<file path="src/rtl/mem_arb_pkg.sv">
// mem_arb_pkg: shared types for the memory-port arbiter.
// FSM states, requester identity and counter width.
package mem_arb_pkg;

  typedef enum logic [1:0] {
    IDLE,
    ISSUE,
    WAIT,
    RESP
  } arb_state_t;

  typedef enum logic {
    OWN_I,
    OWN_D
  } arb_owner_t;

  localparam int CNT_W = 4;

endpackage

</file>
<file path="src/rtl/mem_port_arbiter_if.sv">
// mem_port_arbiter_if: requester, memory and stall wires
// shared between the arbiter (slave) and its users (master).
interface mem_port_arbiter_if #(
  parameter int DATA_WIDTH = 32
);

  logic                  i_req;
  logic [DATA_WIDTH-1:0] i_addr;
  logic [DATA_WIDTH-1:0] i_rdata;
  logic                  i_ack;

  logic                  d_req;
  logic                  d_we;
  logic [DATA_WIDTH-1:0] d_addr;
  logic [DATA_WIDTH-1:0] d_wdata;
  logic [DATA_WIDTH-1:0] d_rdata;
  logic                  d_ack;

  logic [DATA_WIDTH-1:0] mem_addr;
  logic [DATA_WIDTH-1:0] mem_wd;
  logic                  mem_we;
  logic                  mem_re;
  logic [DATA_WIDTH-1:0] mem_rd;

  logic                  stall_f;
  logic                  stall_m;

  modport slave (
    input  i_req, i_addr,
    input  d_req, d_we, d_addr, d_wdata,
    input  mem_rd,
    output i_rdata, i_ack,
    output d_rdata, d_ack,
    output mem_addr, mem_wd, mem_we, mem_re,
    output stall_f, stall_m
  );

  modport master (
    output i_req, i_addr,
    output d_req, d_we, d_addr, d_wdata,
    output mem_rd,
    input  i_rdata, i_ack,
    input  d_rdata, d_ack,
    input  mem_addr, mem_wd, mem_we, mem_re,
    input  stall_f, stall_m
  );

endinterface

</file>
<file path="src/rtl/rr_pick2.sv">
// rr_pick2: two-way round-robin grant selection.
// A tie goes to the requester that was not granted last.
module rr_pick2
  import mem_arb_pkg::*;
(
  input  logic       i_req,
  input  logic       d_req,
  input  arb_owner_t last_grant,
  output logic       grant_vld,
  output arb_owner_t grant
);

  // pick the winner among the active requests
  always_comb begin
    grant_vld = i_req | d_req;
    grant     = OWN_I;
    if (i_req && d_req) begin
      grant = (last_grant == OWN_I) ? OWN_D : OWN_I;
    end else if (d_req) begin
      grant = OWN_D;
    end
  end

endmodule

</file>
<file path="src/rtl/mem_port_arbiter.sv">
// mem_port_arbiter: shares one fixed-latency memory port
// between the fetch (I) and data (D) refill requesters.
module mem_port_arbiter
  import mem_arb_pkg::*;
#(
  parameter int DATA_WIDTH  = 32,
  parameter int MEM_LATENCY = 2
) (
  input logic               clk,
  input logic               reset,
  mem_port_arbiter_if.slave bus
);

  localparam logic [CNT_W-1:0] CNT_LOAD =
    CNT_W'(MEM_LATENCY - 1);
  localparam logic [DATA_WIDTH-1:0] ALIGN =
    ~DATA_WIDTH'(3);

  arb_state_t state_q, state_d;
  arb_owner_t owner_q, owner_d;
  arb_owner_t last_q, last_d;
  logic [CNT_W-1:0] cnt_q, cnt_d;
  logic [DATA_WIDTH-1:0] addr_q, addr_d;
  logic [DATA_WIDTH-1:0] wdata_q, wdata_d;
  logic we_q, we_d;
  logic [DATA_WIDTH-1:0] i_rdata_q, i_rdata_d;
  logic [DATA_WIDTH-1:0] d_rdata_q, d_rdata_d;

  logic       grant_vld;
  arb_owner_t grant;
  logic       in_issue;
  logic       in_resp;

  rr_pick2 u_pick (
    .i_req      (bus.i_req),
    .d_req      (bus.d_req),
    .last_grant (last_q),
    .grant_vld  (grant_vld),
    .grant      (grant)
  );

  // next-state, latch and capture decisions
  always_comb begin
    state_d   = state_q;
    owner_d   = owner_q;
    last_d    = last_q;
    cnt_d     = cnt_q;
    addr_d    = addr_q;
    wdata_d   = wdata_q;
    we_d      = we_q;
    i_rdata_d = i_rdata_q;
    d_rdata_d = d_rdata_q;
    unique case (state_q)
      IDLE: begin
        if (grant_vld) begin
          owner_d = grant;
          state_d = ISSUE;
          if (grant == OWN_D) begin
            addr_d  = bus.d_addr & ALIGN;
            wdata_d = bus.d_wdata;
            we_d    = bus.d_we;
          end else begin
            addr_d = bus.i_addr & ALIGN;
            we_d   = 1'b0;
          end
        end
      end
      ISSUE: begin
        cnt_d   = CNT_LOAD;
        state_d = (CNT_LOAD == '0) ? RESP : WAIT;
      end
      WAIT: begin
        cnt_d = cnt_q - CNT_W'(1);
        if (cnt_q == CNT_W'(1)) begin
          state_d = RESP;
        end
      end
      RESP: begin
        if (!we_q) begin
          if (owner_q == OWN_D) begin
            d_rdata_d = bus.mem_rd;
          end else begin
            i_rdata_d = bus.mem_rd;
          end
        end
        last_d  = owner_q;
        state_d = IDLE;
      end
      default: begin
        state_d = IDLE;
      end
    endcase
  end

  // state and datapath registers, reset first
  always_ff @(posedge clk) begin
    if (reset) begin
      state_q   <= IDLE;
      owner_q   <= OWN_I;
      last_q    <= OWN_I;
      cnt_q     <= '0;
      addr_q    <= '0;
      wdata_q   <= '0;
      we_q      <= 1'b0;
      i_rdata_q <= '0;
      d_rdata_q <= '0;
    end else begin
      state_q   <= state_d;
      owner_q   <= owner_d;
      last_q    <= last_d;
      cnt_q     <= cnt_d;
      addr_q    <= addr_d;
      wdata_q   <= wdata_d;
      we_q      <= we_d;
      i_rdata_q <= i_rdata_d;
      d_rdata_q <= d_rdata_d;
    end
  end

  // strobes are masked by reset so an abandoned
  // access never acks or touches memory
  assign in_issue = (state_q == ISSUE) && !reset;
  assign in_resp  = (state_q == RESP) && !reset;

  assign bus.mem_re   = in_issue && !we_q;
  assign bus.mem_we   = in_issue && we_q;
  assign bus.mem_addr = addr_q;
  assign bus.mem_wd   = wdata_q;

  assign bus.i_ack = in_resp && (owner_q == OWN_I);
  assign bus.d_ack = in_resp && (owner_q == OWN_D);

  assign bus.i_rdata = i_rdata_q;
  assign bus.d_rdata = d_rdata_q;

  assign bus.stall_f = bus.i_req && !bus.i_ack;
  assign bus.stall_m = bus.d_req && !bus.d_ack;

endmodule
</file>
<file path="src/flat_wrapper.sv">
// flat-port wrapper written by rule: the top's interface ports become plain ports
module mem_port_arbiter_flat import mem_arb_pkg::*;
#(
  parameter int DATA_WIDTH  = 32,
  parameter int MEM_LATENCY = 2
)
  (clk, reset, bus_i_req, bus_i_addr, bus_d_req, bus_d_we, bus_d_addr, bus_d_wdata, bus_mem_rd, bus_i_rdata, bus_i_ack, bus_d_rdata, bus_d_ack, bus_mem_addr, bus_mem_wd, bus_mem_we, bus_mem_re, bus_stall_f, bus_stall_m);
  mem_port_arbiter_if #(.DATA_WIDTH(DATA_WIDTH)) bus_i ();
  input logic clk;
  input logic reset;
  input wire logic [$bits(bus_i.i_req)-1:0] bus_i_req;
  input wire logic [$bits(bus_i.i_addr)-1:0] bus_i_addr;
  input wire logic [$bits(bus_i.d_req)-1:0] bus_d_req;
  input wire logic [$bits(bus_i.d_we)-1:0] bus_d_we;
  input wire logic [$bits(bus_i.d_addr)-1:0] bus_d_addr;
  input wire logic [$bits(bus_i.d_wdata)-1:0] bus_d_wdata;
  input wire logic [$bits(bus_i.mem_rd)-1:0] bus_mem_rd;
  output wire logic [$bits(bus_i.i_rdata)-1:0] bus_i_rdata;
  output wire logic [$bits(bus_i.i_ack)-1:0] bus_i_ack;
  output wire logic [$bits(bus_i.d_rdata)-1:0] bus_d_rdata;
  output wire logic [$bits(bus_i.d_ack)-1:0] bus_d_ack;
  output wire logic [$bits(bus_i.mem_addr)-1:0] bus_mem_addr;
  output wire logic [$bits(bus_i.mem_wd)-1:0] bus_mem_wd;
  output wire logic [$bits(bus_i.mem_we)-1:0] bus_mem_we;
  output wire logic [$bits(bus_i.mem_re)-1:0] bus_mem_re;
  output wire logic [$bits(bus_i.stall_f)-1:0] bus_stall_f;
  output wire logic [$bits(bus_i.stall_m)-1:0] bus_stall_m;
  assign bus_i.i_req = bus_i_req;
  assign bus_i.i_addr = bus_i_addr;
  assign bus_i.d_req = bus_d_req;
  assign bus_i.d_we = bus_d_we;
  assign bus_i.d_addr = bus_d_addr;
  assign bus_i.d_wdata = bus_d_wdata;
  assign bus_i.mem_rd = bus_mem_rd;
  assign bus_i_rdata = bus_i.i_rdata;
  assign bus_i_ack = bus_i.i_ack;
  assign bus_d_rdata = bus_i.d_rdata;
  assign bus_d_ack = bus_i.d_ack;
  assign bus_mem_addr = bus_i.mem_addr;
  assign bus_mem_wd = bus_i.mem_wd;
  assign bus_mem_we = bus_i.mem_we;
  assign bus_mem_re = bus_i.mem_re;
  assign bus_stall_f = bus_i.stall_f;
  assign bus_stall_m = bus_i.stall_m;
  mem_port_arbiter #(.DATA_WIDTH(DATA_WIDTH), .MEM_LATENCY(MEM_LATENCY)) u_core (.clk(clk), .reset(reset), .bus(bus_i));
endmodule
</file>
<file path="config.mk">
export PLATFORM = sky130hd
export DESIGN_NAME = mem_port_arbiter_flat
export DESIGN_NICKNAME = d
export VERILOG_FILES = /design/src/rtl/mem_arb_pkg.sv /design/src/rtl/mem_port_arbiter_if.sv /design/src/rtl/rr_pick2.sv /design/src/rtl/mem_port_arbiter.sv /design/src/flat_wrapper.sv
export SDC_FILE = /design/constraint.sdc
export NUM_CORES = 1
export LEC_CHECK = 0
export ABC_CLOCK_PERIOD_IN_PS = 1600
export CAP_MARGIN = 20
export CORE_AREA = 2 2 130 132
export CTS_CLUSTER_SIZE = 24
export DETAILED_ROUTE_END_ITERATION = 8
export DIE_AREA = 0 0 132 134
export PLACE_DENSITY_LB_ADDON = 0.25
export SKIP_LAST_GASP = 1
export SYNTH_ARGS = -nofsm -noshare
export SYNTH_HDL_FRONTEND = slang
export SYNTH_SLANG_ARGS = --single-unit
</file>
<file path="constraint.sdc">
create_clock -name clk -period 1.6 [get_ports clk]
set_input_delay 0.48 -clock clk [delete_from_list [all_inputs] [get_ports clk]]
set_output_delay 0.48 -clock clk [all_outputs]
set_load 0.05 [all_outputs]
</file>
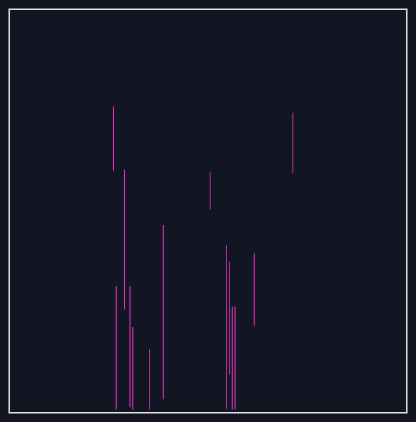
Figure 1: metal 4.
(3 px per um)
nets with wire on the layer: 10
main direction: vertical
longest straight run: 57.8 um

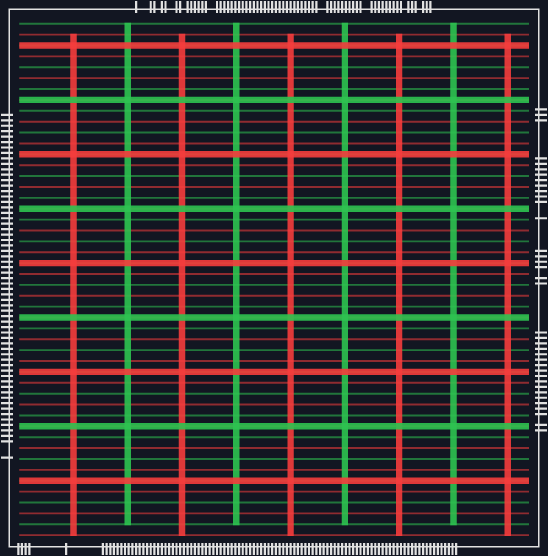
Figure 2: power grid.
(4 px per um) Pins as bars on the die edge.
legend:
  VDD:
    colour: green
  VSS:
    colour: red
met5 straps: 9
rows: 47
met4 straps: 9
signal pins: 267
met1 rails: 48
DIE WIDTH: 132 um
height of the die: 134 um
core area: 16300 sq um

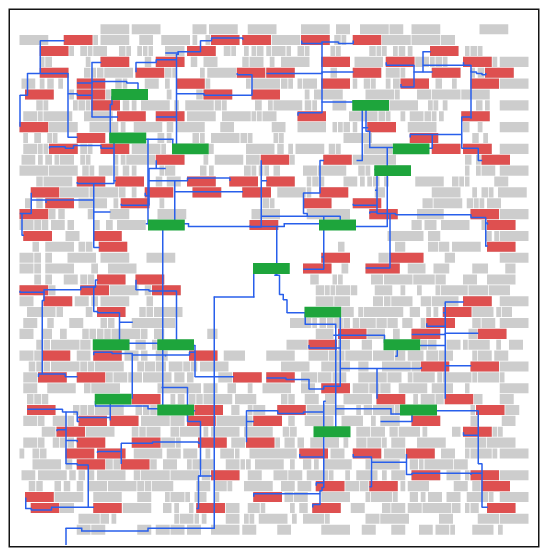
Figure 3: clock network drawn from the DEF.
(4 px per um)
legend:
  cells driving clock nets:
    colour: green
    count: 17
  flip-flops:
    colour: red
    count: 135
  clock wires:
    colour: blue
    length: 1860 um
routed clock nets: 18
flops lie: spread over the die
clock share of power: 0.271
P_clk: 0.00427 W
clk latency late pin: 0.41 ns
skew final: 0.00596 ns

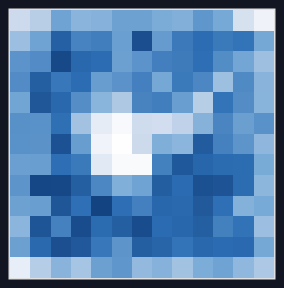
Figure 4: cell density map.
(2 px per um) 13 x 13 tiles, from white (low) to dark blue (high), 0 to 100% covered.
fullest tile: 92%
densest ninth of the die: south
nearly empty tiles: 0.60%
post-layout util: 0.656
Initial Utilization: 0.345

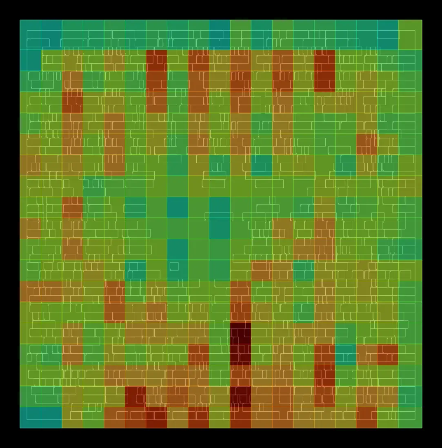
Figure 5: congestion heat map.
met3 Use GR: 0.0673
met2 Use GR: 0.359
gr busiest metal: met2

==> flow_summary_export.csv <==
group,metric,value,unit
run_status,outcome,"complete, but fails checks",
logic_synthesis,synth_top_cell_by_count,"nand2_1",
power,intPower,0.0100,W
die,rows,47,
setup_path,critical_path.n_buffers_inverters,1,
power,powerSeq,0.00446,W
clock_network,cts-resized-gates,10,
layout,largest_cell_class,"buffers",
die,num_tap_cells,220,
layout,num-fill-cells,1298,
final_timing,min_period,1.92,ns
final_timing,finalHoldWorstSlack,0.491,ns
layout,layout_top_cells,"164 x nand2_1, 140 x buf_12, 133 x dfxtp_1, 127 x clkdlybuf4s50_1, 98 x a21oi_1",
setup_path,end_kind,"primary output",
flow_run,drv_cap,0,
min_path,hp-start,"u_core.bus.d_rdata[16]",
power,power.density,1480,nW/um^2
setup_path,cp_top_family,"simple AND/OR/NAND/NOR gates",
power,p_comb_frac,0.446,
setup_path,r2r_start,"u_core.state_q[1]",
route,highest_layer,"met4",
logic_synthesis,ys_sh_simple,0.215,
logic_synthesis,yosys.stat.seqShare,0.481,
placement,dp_slack,-0.366,ns
layout,logic_gate_count,459,
logic_synthesis,ys_sh_aoi,0.215,
logic_synthesis,synth_flops,135,
final_timing,setup_ws,-0.317,ns
power,vdd.ir_drop.worst,0.757,mV
layout,finish.instance_area,10700,sq um
die,chip_area,17700,sq um
setup_path,path_cells,"ha_4, nor3b_4, nor2b_4, buf_12",
layout,clockBufferCount,22,
logic_synthesis,top_cell_area_share,0.481,
logic_synthesis,edf_count,0,
logic_synthesis,top_area_cell,"dfxtp_1",
min_path,hp-class,"flop to flop",
logic_synthesis,logic_family,"simple AND/OR/NAND/NOR gates",
logic_synthesis,synth_area,5620,sq um
global_routing,grt_pass1_wl,29.0,mm
route,drt_iter0_markers,254,
logic_synthesis,synth_chip_area,5620,sq um
run_status,violations,"setup timing",
layout,seq_area,2710,sq um
setup_path,crit_arrival,1.44,ns
clock_network,cts-root-buf,"clkbuf_16",
logic_synthesis,synth_cells,661,
setup_path,crit_slowest_cell,"dfxtp_4",
clock_network,cts_sinks,135,
layout,logic_area,2600,sq um
layout,sh_seq_area,0.254,
final_timing,setup_viol,10,
final_timing,rsz0062_at_grt,"true",
clock_network,cts_tree,"yes",
global_routing,grtUsageMet1,0.232,
setup_path,crit_type,"flop to primary output",
logic_synthesis,ys_sh_adder,0.0156,
clock_network,cts_made_buffers,17,
layout,n_all_inverters,8,
global_routing,grt_start_max_net_pins,73,
setup_path,critPathMaxStageDelay,0.36,ns
placement,dp_hpwl,12.9,mm
layout,clk_share,0.0610,
placement,dp_cells,1118,
layout,layout-drive-gt1-share,0.295,
die,ios,267,
placement,dpl_cell_area,9890,sq um
route,wl_met2,9.37,mm
final_timing,max_slew_margin,0.484,
power,p_sw,0.00575,W
setup_path,crit_path_start_kind,"flop",
final_timing,period_used_share,1.20,
Power is estimated from default activity; no workload was simulated.
